[src/rtl/ecc19_6_syndrome_decoder_if.sv]
// rtl/ecc19_6_syndrome_decoder_if.sv - codeword input / corrected-message output bundle
interface ecc19_6_syndrome_decoder_if #(
    parameter int CNT_W = 16
);
    logic             in_valid;
    logic             in_ready;
    logic [18:0]      codeword_in;
    logic             out_valid;
    logic             out_ready;
    logic [5:0]       msg_out;
    logic             err_corrected;
    logic             err_uncorrectable;
    logic [4:0]       err_pos;
    logic [CNT_W-1:0] corr_count;
    logic [CNT_W-1:0] uncorr_count;

    modport master (
        output in_valid, codeword_in, out_ready,
        input  in_ready, out_valid, msg_out, err_corrected, err_uncorrectable,
               err_pos, corr_count, uncorr_count
    );

    modport slave (
        input  in_valid, codeword_in, out_ready,
        output in_ready, out_valid, msg_out, err_corrected, err_uncorrectable,
               err_pos, corr_count, uncorr_count
    );
endinterface

[src/rtl/ecc19_6_syndrome_decoder.sv]
// rtl/ecc19_6_syndrome_decoder.sv - (19,6) syndrome decoder with serial single-error column search
module ecc19_6_syndrome_decoder #(
    parameter int CNT_W = 16
) (
    input  logic                          clk,
    input  logic                          reset_n,
    ecc19_6_syndrome_decoder_if.slave     bus
);
    typedef enum logic [1:0] {
        IDLE   = 2'd0,
        SEARCH = 2'd1,
        DONE   = 2'd2
    } state_t;

    localparam logic [4:0] NO_POS = 5'd31;

    state_t           state_q, state_d;
    logic [18:0]      cw_q, cw_d;
    logic [12:0]      syn_q, syn_d;
    logic [4:0]       idx_q, idx_d;
    logic [5:0]       msg_q, msg_d;
    logic             corr_q, corr_d;
    logic             uncorr_q, uncorr_d;
    logic [4:0]       pos_q, pos_d;
    logic [CNT_W-1:0] corr_cnt_q, corr_cnt_d;
    logic [CNT_W-1:0] uncorr_cnt_q, uncorr_cnt_d;
    logic [12:0]      syn_in;
    logic [18:0]      cw_flip;

    function automatic logic [12:0] calc_syndrome(input logic [18:0] c);
        logic [5:0]  b;
        logic [12:0] p;
        b     = c[5:0];
        p[0]  = b[0] ^ b[1] ^ b[4] ^ b[5];
        p[1]  = b[4] ^ b[5];
        p[2]  = b[2] ^ b[3] ^ b[5];
        p[3]  = b[0] ^ b[3] ^ b[4];
        p[4]  = b[1] ^ b[3] ^ b[4] ^ b[5];
        p[5]  = b[2] ^ b[4];
        p[6]  = b[0] ^ b[1] ^ b[5];
        p[7]  = b[0] ^ b[1] ^ b[4] ^ b[5];
        p[8]  = b[0] ^ b[3];
        p[9]  = b[2] ^ b[4];
        p[10] = b[1] ^ b[3] ^ b[4];
        p[11] = b[1] ^ b[2] ^ b[4] ^ b[5];
        p[12] = b[1] ^ b[2] ^ b[3];
        return c[18:6] ^ p;
    endfunction

    // Parity-check column k: message columns are fixed patterns, parity columns are unit vectors.
    function automatic logic [12:0] col_h(input logic [4:0] k);
        logic [12:0] h;
        case (k)
            5'd0:    h = 13'h01C9;
            5'd1:    h = 13'h1CD1;
            5'd2:    h = 13'h1A24;
            5'd3:    h = 13'h151C;
            5'd4:    h = 13'h0EBB;
            5'd5:    h = 13'h08D7;
            default: h = 13'd1 << (k - 5'd6);
        endcase
        return h;
    endfunction

    always_comb begin
        state_d      = state_q;
        cw_d         = cw_q;
        syn_d        = syn_q;
        idx_d        = idx_q;
        msg_d        = msg_q;
        corr_d       = corr_q;
        uncorr_d     = uncorr_q;
        pos_d        = pos_q;
        corr_cnt_d   = corr_cnt_q;
        uncorr_cnt_d = uncorr_cnt_q;
        syn_in       = calc_syndrome(bus.codeword_in);
        cw_flip      = cw_q ^ (19'd1 << idx_q);

        case (state_q)
            IDLE: begin
                if (bus.in_valid) begin
                    cw_d     = bus.codeword_in;
                    syn_d    = syn_in;
                    idx_d    = 5'd0;
                    msg_d    = bus.codeword_in[5:0];
                    corr_d   = 1'b0;
                    uncorr_d = 1'b0;
                    pos_d    = NO_POS;
                    state_d  = (syn_in == 13'd0) ? DONE : SEARCH;
                end
            end
            SEARCH: begin
                if (syn_q == col_h(idx_q)) begin
                    cw_d    = cw_flip;
                    msg_d   = cw_flip[5:0];
                    corr_d  = 1'b1;
                    pos_d   = idx_q;
                    state_d = DONE;
                end else if (idx_q == 5'd18) begin
                    uncorr_d = 1'b1;
                    msg_d    = cw_q[5:0];
                    pos_d    = NO_POS;
                    state_d  = DONE;
                end else begin
                    idx_d = idx_q + 5'd1;
                end
            end
            DONE: begin
                if (bus.out_ready) begin
                    state_d = IDLE;
                    if (corr_q && (corr_cnt_q != '1))
                        corr_cnt_d = corr_cnt_q + CNT_W'(1);
                    if (uncorr_q && (uncorr_cnt_q != '1))
                        uncorr_cnt_d = uncorr_cnt_q + CNT_W'(1);
                end
            end
            default: state_d = IDLE;
        endcase
    end

    always_ff @(posedge clk) begin
        if (!reset_n) begin
            state_q      <= IDLE;
            cw_q         <= '0;
            syn_q        <= '0;
            idx_q        <= '0;
            msg_q        <= '0;
            corr_q       <= 1'b0;
            uncorr_q     <= 1'b0;
            pos_q        <= NO_POS;
            corr_cnt_q   <= '0;
            uncorr_cnt_q <= '0;
        end else begin
            state_q      <= state_d;
            cw_q         <= cw_d;
            syn_q        <= syn_d;
            idx_q        <= idx_d;
            msg_q        <= msg_d;
            corr_q       <= corr_d;
            uncorr_q     <= uncorr_d;
            pos_q        <= pos_d;
            corr_cnt_q   <= corr_cnt_d;
            uncorr_cnt_q <= uncorr_cnt_d;
        end
    end

    assign bus.in_ready          = (state_q == IDLE);
    assign bus.out_valid         = (state_q == DONE);
    assign bus.msg_out           = msg_q;
    assign bus.err_corrected     = corr_q;
    assign bus.err_uncorrectable = uncorr_q;
    assign bus.err_pos           = pos_q;
    assign bus.corr_count        = corr_cnt_q;
    assign bus.uncorr_count      = uncorr_cnt_q;
endmodule

[src/flat_wrapper.sv]
// flat-port wrapper written by rule: the top's interface ports become plain ports
module ecc19_6_syndrome_decoder_flat 
#(
    parameter int CNT_W = 16
)
  (clk, reset_n, bus_in_valid, bus_codeword_in, bus_out_ready, bus_in_ready, bus_out_valid, bus_msg_out, bus_err_corrected, bus_err_uncorrectable, bus_err_pos, bus_corr_count, bus_uncorr_count);
  ecc19_6_syndrome_decoder_if #(.CNT_W(CNT_W)) bus_i ();
  input  logic clk;
  input  logic reset_n;
  input wire logic [$bits(bus_i.in_valid)-1:0] bus_in_valid;
  input wire logic [$bits(bus_i.codeword_in)-1:0] bus_codeword_in;
  input wire logic [$bits(bus_i.out_ready)-1:0] bus_out_ready;
  output wire logic [$bits(bus_i.in_ready)-1:0] bus_in_ready;
  output wire logic [$bits(bus_i.out_valid)-1:0] bus_out_valid;
  output wire logic [$bits(bus_i.msg_out)-1:0] bus_msg_out;
  output wire logic [$bits(bus_i.err_corrected)-1:0] bus_err_corrected;
  output wire logic [$bits(bus_i.err_uncorrectable)-1:0] bus_err_uncorrectable;
  output wire logic [$bits(bus_i.err_pos)-1:0] bus_err_pos;
  output wire logic [$bits(bus_i.corr_count)-1:0] bus_corr_count;
  output wire logic [$bits(bus_i.uncorr_count)-1:0] bus_uncorr_count;
  assign bus_i.in_valid = bus_in_valid;
  assign bus_i.codeword_in = bus_codeword_in;
  assign bus_i.out_ready = bus_out_ready;
  assign bus_in_ready = bus_i.in_ready;
  assign bus_out_valid = bus_i.out_valid;
  assign bus_msg_out = bus_i.msg_out;
  assign bus_err_corrected = bus_i.err_corrected;
  assign bus_err_uncorrectable = bus_i.err_uncorrectable;
  assign bus_err_pos = bus_i.err_pos;
  assign bus_corr_count = bus_i.corr_count;
  assign bus_uncorr_count = bus_i.uncorr_count;
  ecc19_6_syndrome_decoder #(.CNT_W(CNT_W)) u_core (.clk(clk), .reset_n(reset_n), .bus(bus_i));
endmodule
[config.mk]
export PLATFORM = sky130hd
export DESIGN_NAME = ecc19_6_syndrome_decoder_flat
export DESIGN_NICKNAME = d
export VERILOG_FILES = /design/src/rtl/ecc19_6_syndrome_decoder_if.sv /design/src/rtl/ecc19_6_syndrome_decoder.sv /design/src/flat_wrapper.sv
export SDC_FILE = /design/constraint.sdc
export NUM_CORES = 1
export LEC_CHECK = 0
export ABC_AREA = 1
export CELL_PAD_IN_SITES_DETAIL_PLACEMENT = 0
export CELL_PAD_IN_SITES_GLOBAL_PLACEMENT = 1
export CORE_ASPECT_RATIO = 0.7
export CORE_MARGIN = 8
export CORE_UTILIZATION = 38
export DETAILED_ROUTE_END_ITERATION = 10
export PLACE_DENSITY = 0.8
export REMOVE_ABC_BUFFERS = 1
export SLEW_MARGIN = 20
export SYNTH_ARGS = -nofsm -noshare
export SYNTH_HDL_FRONTEND = slang
export SYNTH_SLANG_ARGS = --single-unit
[constraint.sdc]
create_clock -name clk -period 2.9 [get_ports clk]
set_clock_uncertainty 0.1 [all_clocks]
set_input_delay 0.58 -clock clk [delete_from_list [all_inputs] [get_ports clk]]
set_output_delay 0.58 -clock clk [all_outputs]
set_load 0.005 [all_outputs]
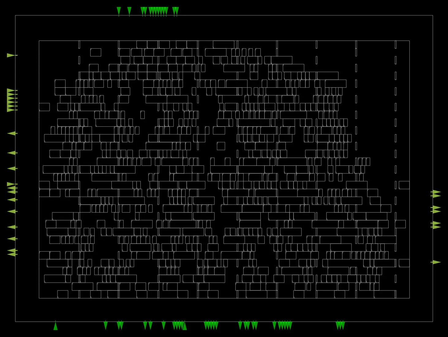
(images/final_placement.png)
flop count: 71
fillers: 1152
final std cells w/o fill: 939
Core Area: 11600 sq um
Well Taps: 157

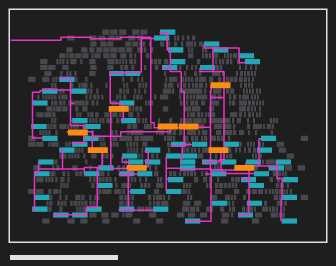
(images/clock_map.png)
Bar = 50 microns.
[clock wires] magenta | length: 1030 microns
[cells driving clock nets] orange | count: 9
[flip-flops] cyan | count: 71
flops lie: spread over the die

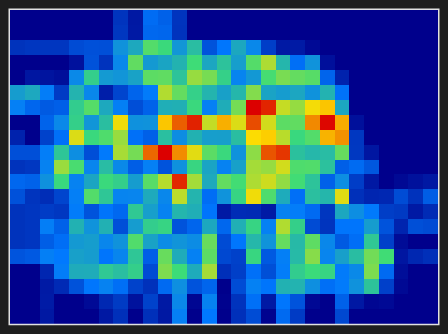
(images/wire_density.png)
The die is cut into 29 by 21 equal tiles; dark blue is low, red is high, scaled to the fullest tile. Values are wire area over tile area, all layers added.
densest ninth of the die: centre
mean over tiles: 0.13
nearly empty tiles: 25%
fullest tile: 0.53
emptiest ninth of the die: upper right
tiles over half the peak: 15%
DR WL/cell: 13.65 microns
global-route usage over all layers: 16.42%
Via Count: 4592

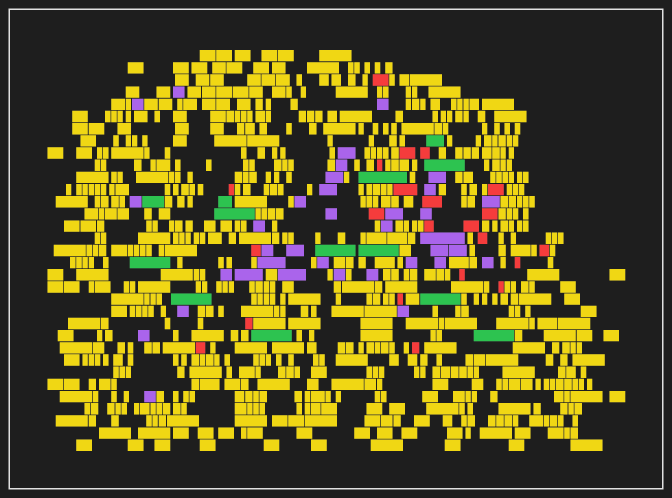
(images/drive_strength.png)
| size | colour | cells | share |
|---|---|---|---|
| drive 1 or less | yellow | 711 | 91% |
| drive 2 | red | 22 | 2.8% |
| drive 3 to 4 | purple | 36 | 4.6% |
| drive 6 and up | green | 13 | 1.7% |

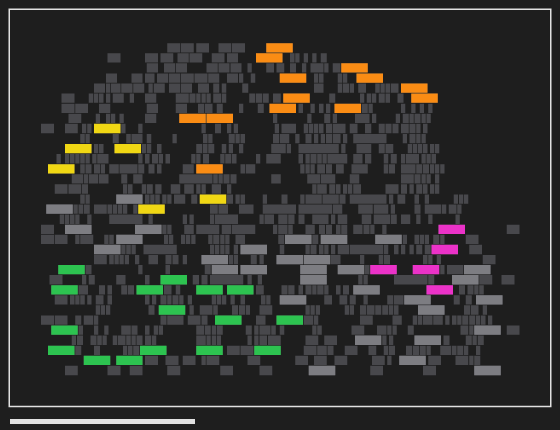
(images/registers.png)
Bar = 50 microns. Other sequential cells in the stronger grey, the rest of the logic in the fainter grey.
| netlist name | colour | flops |
|---|---|---|
| u_core.syn_q | orange | 13 |
| u_core.bus.corr_count | green | 16 |
| u_core.cw_q | yellow | 6 |
| u_core.bus.err_pos | magenta | 5 |
not coloured: 31

==> results.json <==
{
  "comb_area_share_pct": 46.12,
  "dp.cells": 922,
  "die_height_microns": 106.8,
  "grt_first_pass_wirelength_mm": 21.11,
  "synth_top_cell_by_area": "dfxtp_1",
  "startpoint": "u_core.idx_q[1]",
  "drt_wl_total_mm": 12.82,
  "cts.clk_slew.worst_paths_ns": 0.06,
  "comb_cells": 513,
  "cp_max_fo": 12,
  "power_density_nw_per_um2": 650.3,
  "combGateArea_sq_um": 2673,
  "min-delay-start": "u_core.bus.err_pos[4]",
  "critPathTopFamily": "simple AND/OR/NAND/NOR gates",
  "antenna_found_initial": 0,
  "largestPowerGroup": "combinational cells",
  "clkbuf_count": 11,
  "outcome": "completed",
  "clock_sinks": 71,
  "drtAntennaViolNets": 0,
  "hold_viol_final": 0,
  "wl_met3_microns": 898,
  "ys_async_sr_fraction_pct": 0
}
